`config.mk`:
```
export PLATFORM = sky130hd
export DESIGN_NAME = sincos_cordic_rot
export DESIGN_NICKNAME = d
export VERILOG_FILES = /design/src/rtl/cordic_pkg.sv /design/src/rtl/cordic_rot_step.sv /design/src/rtl/sincos_cordic_rot.sv
export SDC_FILE = /design/constraint.sdc
export NUM_CORES = 1
export LEC_CHECK = 0
export ABC_AREA = 1
export CAP_MARGIN = 20
export CORE_AREA = 2 2 151 153
export CTS_CLUSTER_DIAMETER = 30
export CTS_CLUSTER_SIZE = 30
export DETAILED_ROUTE_END_ITERATION = 6
export DIE_AREA = 0 0 153 155
export GPL_TIMING_DRIVEN = 0
export PLACE_DENSITY_LB_ADDON = 0.08
export SYNTH_ARGS = -nofsm -noshare
export SYNTH_HDL_FRONTEND = slang
export SYNTH_SLANG_ARGS = --single-unit
```
`constraint.sdc`:
```
create_clock -name clk -period 3.4 [get_ports clk]
set_input_delay 0.85 -clock clk [delete_from_list [all_inputs] [get_ports clk]]
set_output_delay 0.85 -clock clk [all_outputs]
set_load 0.02 [all_outputs]
```
`src/rtl/cordic_pkg.sv`:
```
// -----------------------------------------------------------------------------
// cordic_pkg
// Shared definitions for the CORDIC sin/cos (rotation) and arcsin/arccos
// (vectoring) blocks: Q2.14 format constants, the CORDIC gain pre-scale,
// the arctangent table, result-select func codes and the FSM state type.
// -----------------------------------------------------------------------------
package cordic_pkg;

    // Q2.14 signed fixed point: 1.0 == 16384
    localparam int Q_WIDTH = 16;
    localparam int Q_FRAC  = 14;

    // Initial x so that the CORDIC gain (~1.64676) is cancelled at the end
    localparam logic signed [Q_WIDTH-1:0] K_INIT = 16'sh26DD;   // 0.60725
    localparam logic signed [Q_WIDTH-1:0] PI_2   = 16'sd25736;  // pi/2

    // Result-select codes; ARCCOS/ARCSIN belong to the vectoring block
    localparam logic [3:0] SIN    = 4'd0;
    localparam logic [3:0] COS    = 4'd1;
    localparam logic [3:0] ARCCOS = 4'd2;
    localparam logic [3:0] ARCSIN = 4'd3;

    localparam int ATAN_DEPTH = 16;

    typedef enum logic [1:0] {
        ST_IDLE = 2'd0,
        ST_RUN  = 2'd1,
        ST_DONE = 2'd2
    } state_e;

    // atan(2^-idx) in Q2.14; every entry is below 2^15
    function automatic logic [Q_WIDTH-1:0] atan_lut(input logic [3:0] idx);
        logic [Q_WIDTH-1:0] v;
        case (idx)
            4'd0:    v = 16'h3244;
            4'd1:    v = 16'h1DAC;
            4'd2:    v = 16'h0FAE;
            4'd3:    v = 16'h07F5;
            4'd4:    v = 16'h03FF;
            4'd5:    v = 16'h0200;
            4'd6:    v = 16'h0100;
            4'd7:    v = 16'h0080;
            4'd8:    v = 16'h0040;
            4'd9:    v = 16'h0020;
            4'd10:   v = 16'h0010;
            4'd11:   v = 16'h0008;
            4'd12:   v = 16'h0004;
            4'd13:   v = 16'h0002;
            4'd14:   v = 16'h0001;
            default: v = 16'h0000;
        endcase
        return v;
    endfunction

endpackage

```
`src/rtl/cordic_rot_step.sv`:
```
// -----------------------------------------------------------------------------
// cordic_rot_step
// One combinational rotation-mode CORDIC micro-rotation. The sign of the
// residual angle z picks the rotation direction that drives z toward zero.
//
// Ports:
//   x, y, z   in   current vector and residual angle (signed Q2.14)
//   i         in   iteration index (shift amount)
//   atan      in   atan(2^-i) for this iteration
//   x_nxt,
//   y_nxt,
//   z_nxt     out  values after the micro-rotation
// -----------------------------------------------------------------------------
module cordic_rot_step
    import cordic_pkg::*;
(
    input  logic signed [Q_WIDTH-1:0] x,
    input  logic signed [Q_WIDTH-1:0] y,
    input  logic signed [Q_WIDTH-1:0] z,
    input  logic        [3:0]         i,
    input  logic        [Q_WIDTH-1:0] atan,
    output logic signed [Q_WIDTH-1:0] x_nxt,
    output logic signed [Q_WIDTH-1:0] y_nxt,
    output logic signed [Q_WIDTH-1:0] z_nxt
);

    logic signed [Q_WIDTH-1:0] w_x_sh;
    logic signed [Q_WIDTH-1:0] w_y_sh;
    logic signed [Q_WIDTH-1:0] w_atan;

    assign w_x_sh = x >>> i;
    assign w_y_sh = y >>> i;
    assign w_atan = $signed(atan);  // table entries < 2^15, so always positive

    // NOTE: every output gets a value on every path, so no latch is inferred.
    always_comb begin
        if (z >= 0) begin
            x_nxt = x - w_y_sh;
            y_nxt = y + w_x_sh;
            z_nxt = z - w_atan;
        end else begin
            x_nxt = x + w_y_sh;
            y_nxt = y - w_x_sh;
            z_nxt = z + w_atan;
        end
    end

endmodule

```
`src/rtl/sincos_cordic_rot.sv`:
```
// -----------------------------------------------------------------------------
// sincos_cordic_rot
// Iterative rotation-mode CORDIC: one micro-rotation per clock, producing
// sin and cos of a Q2.14 angle. Angles beyond +/-pi/2 are clamped.
//
// Ports:
//   clk       in   system clock, rising edge
//   rst       in   asynchronous active-high reset
//   st        in   start request, sampled only while idle
//   theta_in  in   signed Q2.14 angle (radians), captured at start
//   func      in   result select: 0 = sin, 1 = cos, others read zero
//   busy      out  high while running or signalling done
//   done      out  one-cycle completion pulse
//   sin_out   out  registered signed Q2.14 sin
//   cos_out   out  registered signed Q2.14 cos
//   result    out  sign-extended sin/cos selected by func
// -----------------------------------------------------------------------------
module sincos_cordic_rot
    import cordic_pkg::*;
#(
    parameter int N = 16    // iteration count, 1..16
) (
    input  logic                clk,
    input  logic                rst,
    input  logic                st,
    input  logic [Q_WIDTH-1:0]  theta_in,
    input  logic [3:0]          func,
    output logic                busy,
    output logic                done,
    output logic [Q_WIDTH-1:0]  sin_out,
    output logic [Q_WIDTH-1:0]  cos_out,
    output logic [31:0]         result
);

    localparam logic [3:0] LAST_I = 4'(N - 1);

    state_e                    r_state;
    logic [3:0]                r_i;
    logic signed [Q_WIDTH-1:0] r_x;
    logic signed [Q_WIDTH-1:0] r_y;
    logic signed [Q_WIDTH-1:0] r_z;
    logic signed [Q_WIDTH-1:0] r_sin;
    logic signed [Q_WIDTH-1:0] r_cos;
    logic                      r_busy;
    logic                      r_done;

    logic signed [Q_WIDTH-1:0] w_theta;
    logic signed [Q_WIDTH-1:0] w_theta_sat;
    logic signed [Q_WIDTH-1:0] w_x_nxt;
    logic signed [Q_WIDTH-1:0] w_y_nxt;
    logic signed [Q_WIDTH-1:0] w_z_nxt;

    assign w_theta = $signed(theta_in);

    // Clamp to [-pi/2, pi/2]: the arctan table sum only converges there
    always_comb begin
        w_theta_sat = w_theta;
        if (w_theta > PI_2)
            w_theta_sat = PI_2;
        else if (w_theta < -PI_2)
            w_theta_sat = -PI_2;
    end

    cordic_rot_step u_step (
        .x     (r_x),
        .y     (r_y),
        .z     (r_z),
        .i     (r_i),
        .atan  (atan_lut(r_i)),
        .x_nxt (w_x_nxt),
        .y_nxt (w_y_nxt),
        .z_nxt (w_z_nxt)
    );

    // NOTE: state registers use non-blocking assignments so every update in
    // this block sees the pre-edge values of x, y, z and i.
    always_ff @(posedge clk or posedge rst) begin
        if (rst) begin
            r_state <= ST_IDLE;
            r_i     <= '0;
            r_x     <= '0;
            r_y     <= '0;
            r_z     <= '0;
            r_sin   <= '0;
            r_cos   <= '0;
            r_busy  <= 1'b0;
            r_done  <= 1'b0;
        end else begin
            case (r_state)
                ST_IDLE: begin
                    r_done <= 1'b0;
                    if (st) begin
                        r_x     <= K_INIT;
                        r_y     <= '0;
                        r_z     <= w_theta_sat;
                        r_i     <= '0;
                        r_busy  <= 1'b1;
                        r_state <= ST_RUN;
                    end
                end
                ST_RUN: begin
                    r_x <= w_x_nxt;
                    r_y <= w_y_nxt;
                    r_z <= w_z_nxt;
                    r_i <= r_i + 4'd1;
                    if (r_i == LAST_I) begin
                        r_sin   <= w_y_nxt;
                        r_cos   <= w_x_nxt;
                        r_done  <= 1'b1;
                        r_state <= ST_DONE;
                    end
                end
                ST_DONE: begin
                    // st is deliberately not looked at here: no queueing
                    r_done  <= 1'b0;
                    r_busy  <= 1'b0;
                    r_state <= ST_IDLE;
                end
                default: begin
                    r_done  <= 1'b0;
                    r_busy  <= 1'b0;
                    r_state <= ST_IDLE;
                end
            endcase
        end
    end

    assign busy    = r_busy;
    assign done    = r_done;
    assign sin_out = r_sin;
    assign cos_out = r_cos;

    always_comb begin
        case (func)
            SIN:     result = {{16{r_sin[Q_WIDTH-1]}}, r_sin};
            COS:     result = {{16{r_cos[Q_WIDTH-1]}}, r_cos};
            default: result = 32'h0;
        endcase
    end

endmodule

```
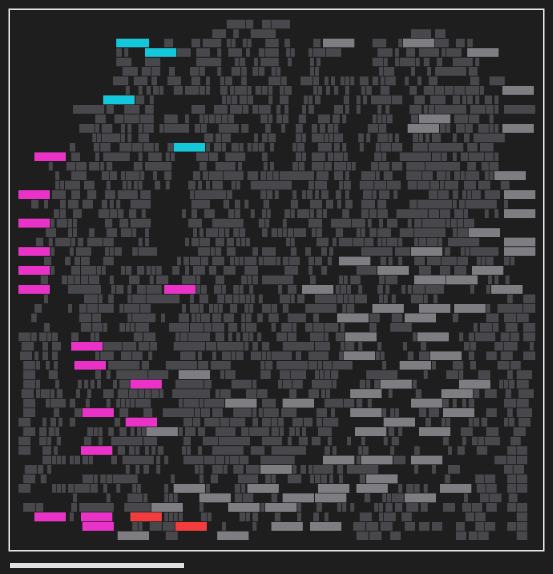
*Register map, names as in the netlist*
Bar = 50 um.
r_z: in magenta, placed flops 16. r_state: in red, placed flops 2. r_i: in cyan, placed flops 4, where north-west.
Another 66 sequential cells are not colored.
post-layout util: 56.2%

==> results.yml <==
# synthesis and place-and-route metrics
layout:
  final_layout_size_suffix_gt1_share_pct: 30.3
  number_of_ordinary_inverters_in_the_final_layout: 151
  flow.area_growth_from_synthesis_pct: 44.0
  insertedDiodeCount: 0
  nFlopsAndLatches: 88
  fraction_of_area_in_multi_input_gates_pct: 55.4
  non_clock_buffer_count: 238
  design.final.nets: 1559
  register_area_um2: 2200
  multi_input_comb_area_um2: 6930
  layout.cells.most_common: "sky130_fd_sc_hd__nand2_1"
  layout.clock.cell_area_share_pct: 2.30
  clock_buffer_count: 11
critical_path:
  required_time_of_the_critical_path_ns: 3.64
  ff2ff_path_depth: 22
  endpoint: "sin_out[13]"
  buf_inv_on_cp: 4
  timing.reg2reg.setup_slack_ns: -0.29
  crit_start: "r_i[0]"
  worst-setup-path-type: "flop to flop"
  regToRegEndpoint: "sin_out[13]"
  launching_element_type_of_the_critical_path: "flop"
  cp.arrival_ns: 3.93
  worstReg2RegStart: "r_i[0]"
  worst-path-max-fanout: 6
  worstPathCellList: "buf_8, buf_8, nand2_2, nand3_2, nand3_1, o21ai_2, a21oi_4, ha_4, inv_2, nor3_4, buf_6, nor2_2, xor2_1, ha_2, a21oi_2, o21ai_1, nand2_1, nand4_1, a31o_2, or2_4, nand3_2, o21ai_1"
placed_design:
  post_dp_cell_area_um2: 10000
  dp_slack_ns: -0.948
  placed_cells: 1663
min_path:
  min_to: "busy"
  hold-path-cell-count: 2
  min_path_type: "flop to flop"
  timing.hold.worst.start: "busy"
floorplan:
  fp-utilization_pct: 39.0
  chip_area_um2: 23700
  num_tap_cells: 285
  die-width_um: 153
global_routing:
  grt_pass1_wl_mm: 51.3
  grtUsageMet2_pct: 49.6
  groute.layer.met3.usage_pct: 3.43
  grt_antenna_before_repair: 0
  grt_pass1_vias: 9398
  grt_util_met1_pct: 33.3
routing:
  ant_nets: 0
  detail_route.vias_per_cell: 5.46
  wl_per_cell_um: 19.3
  detail_route.wirelength.met1_mm: 13.9
  totalWireLength_mm: 34.1
  detail_route.iter0.violations: 530
  drc_errors: 0
  routed-wl-met2_mm: 16.7
  firstDrtPassIters: 5
  met3RoutedLength_mm: 1.71
  dr_total_vias: 9614
flow_run:
  max-cap-violations: 0
clocking:
  cts_num_sinks: 88
  insertion_delay_ns: 0.37
  post_cts.repair.setup_buffers: 53
  ctsHoldBuffers: 0
  cts.root.buffer_cell: "sky130_fd_sc_hd__clkbuf_16"
  clock_path_buffers: 2
  cts-buffers-inserted: 9
logic_synthesis:
  post_synth_xor_area_fraction_pct: 6.46
  synth_top_flop_cell: "sky130_fd_sc_hd__dfrtp_1"
  synth_cell_type_count: 57
  top_area_cells_in_the_synthesized_netlist: "sky130_fd_sc_hd__dfrtp_1, sky130_fd_sc_hd__nand2_1, sky130_fd_sc_hd__ha_1"
  synth.logic.top_family: "simple AND/OR/NAND/NOR gates"
  yosys.area_share.aoi_pct: 16.9
  synthArstFlopShare_pct: 100
  number_of_synthesized_flops_with_an_enable_pin: 0
  fa_ha_area_share_pct: 9.35
  synth-seq-area-share_pct: 25.4
  yosys.stat.chipArea_um2: 8680
  fp_nets: 1375
  synth_area_per_cell_um2: 6.73
final_timing:
  totalNegativeSetupSlack_ns: -6.38
  finalClockSkew_ns: 0.0165
  post-route-min-period_ns: 3.69
  final_critical_path_setup_slack_ns: -0.295
  setup_viol_count_final: 38
  max_freq_ghz: 0.271
  slew_headroom_pct: 25.1
  worst_pin_slew_ns: 1.12
  layout_worst_path_cycle_share_pct: 109
  drv_slew: 0
run_status:
  status: "finished with violations"
  violations_in_the_final_reports: "negative setup slack"
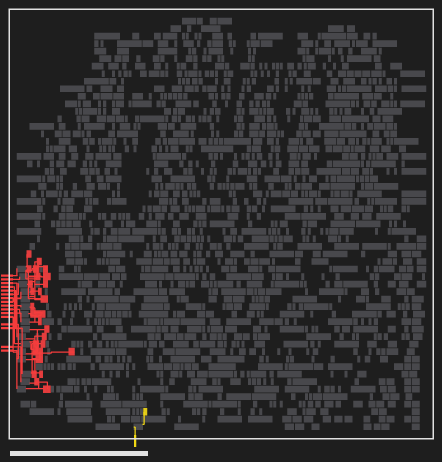
*Nets reached from selected ports*
Bar = 50 um.
theta_in: in red, bits 16, direction input, end cells 30, buffers 16, wire 391 um. st: in yellow, bits 1, direction input, end cells 1, buffers 1, wire 8.90 um.
IO Port Bufs: 88
IO Pins: 89

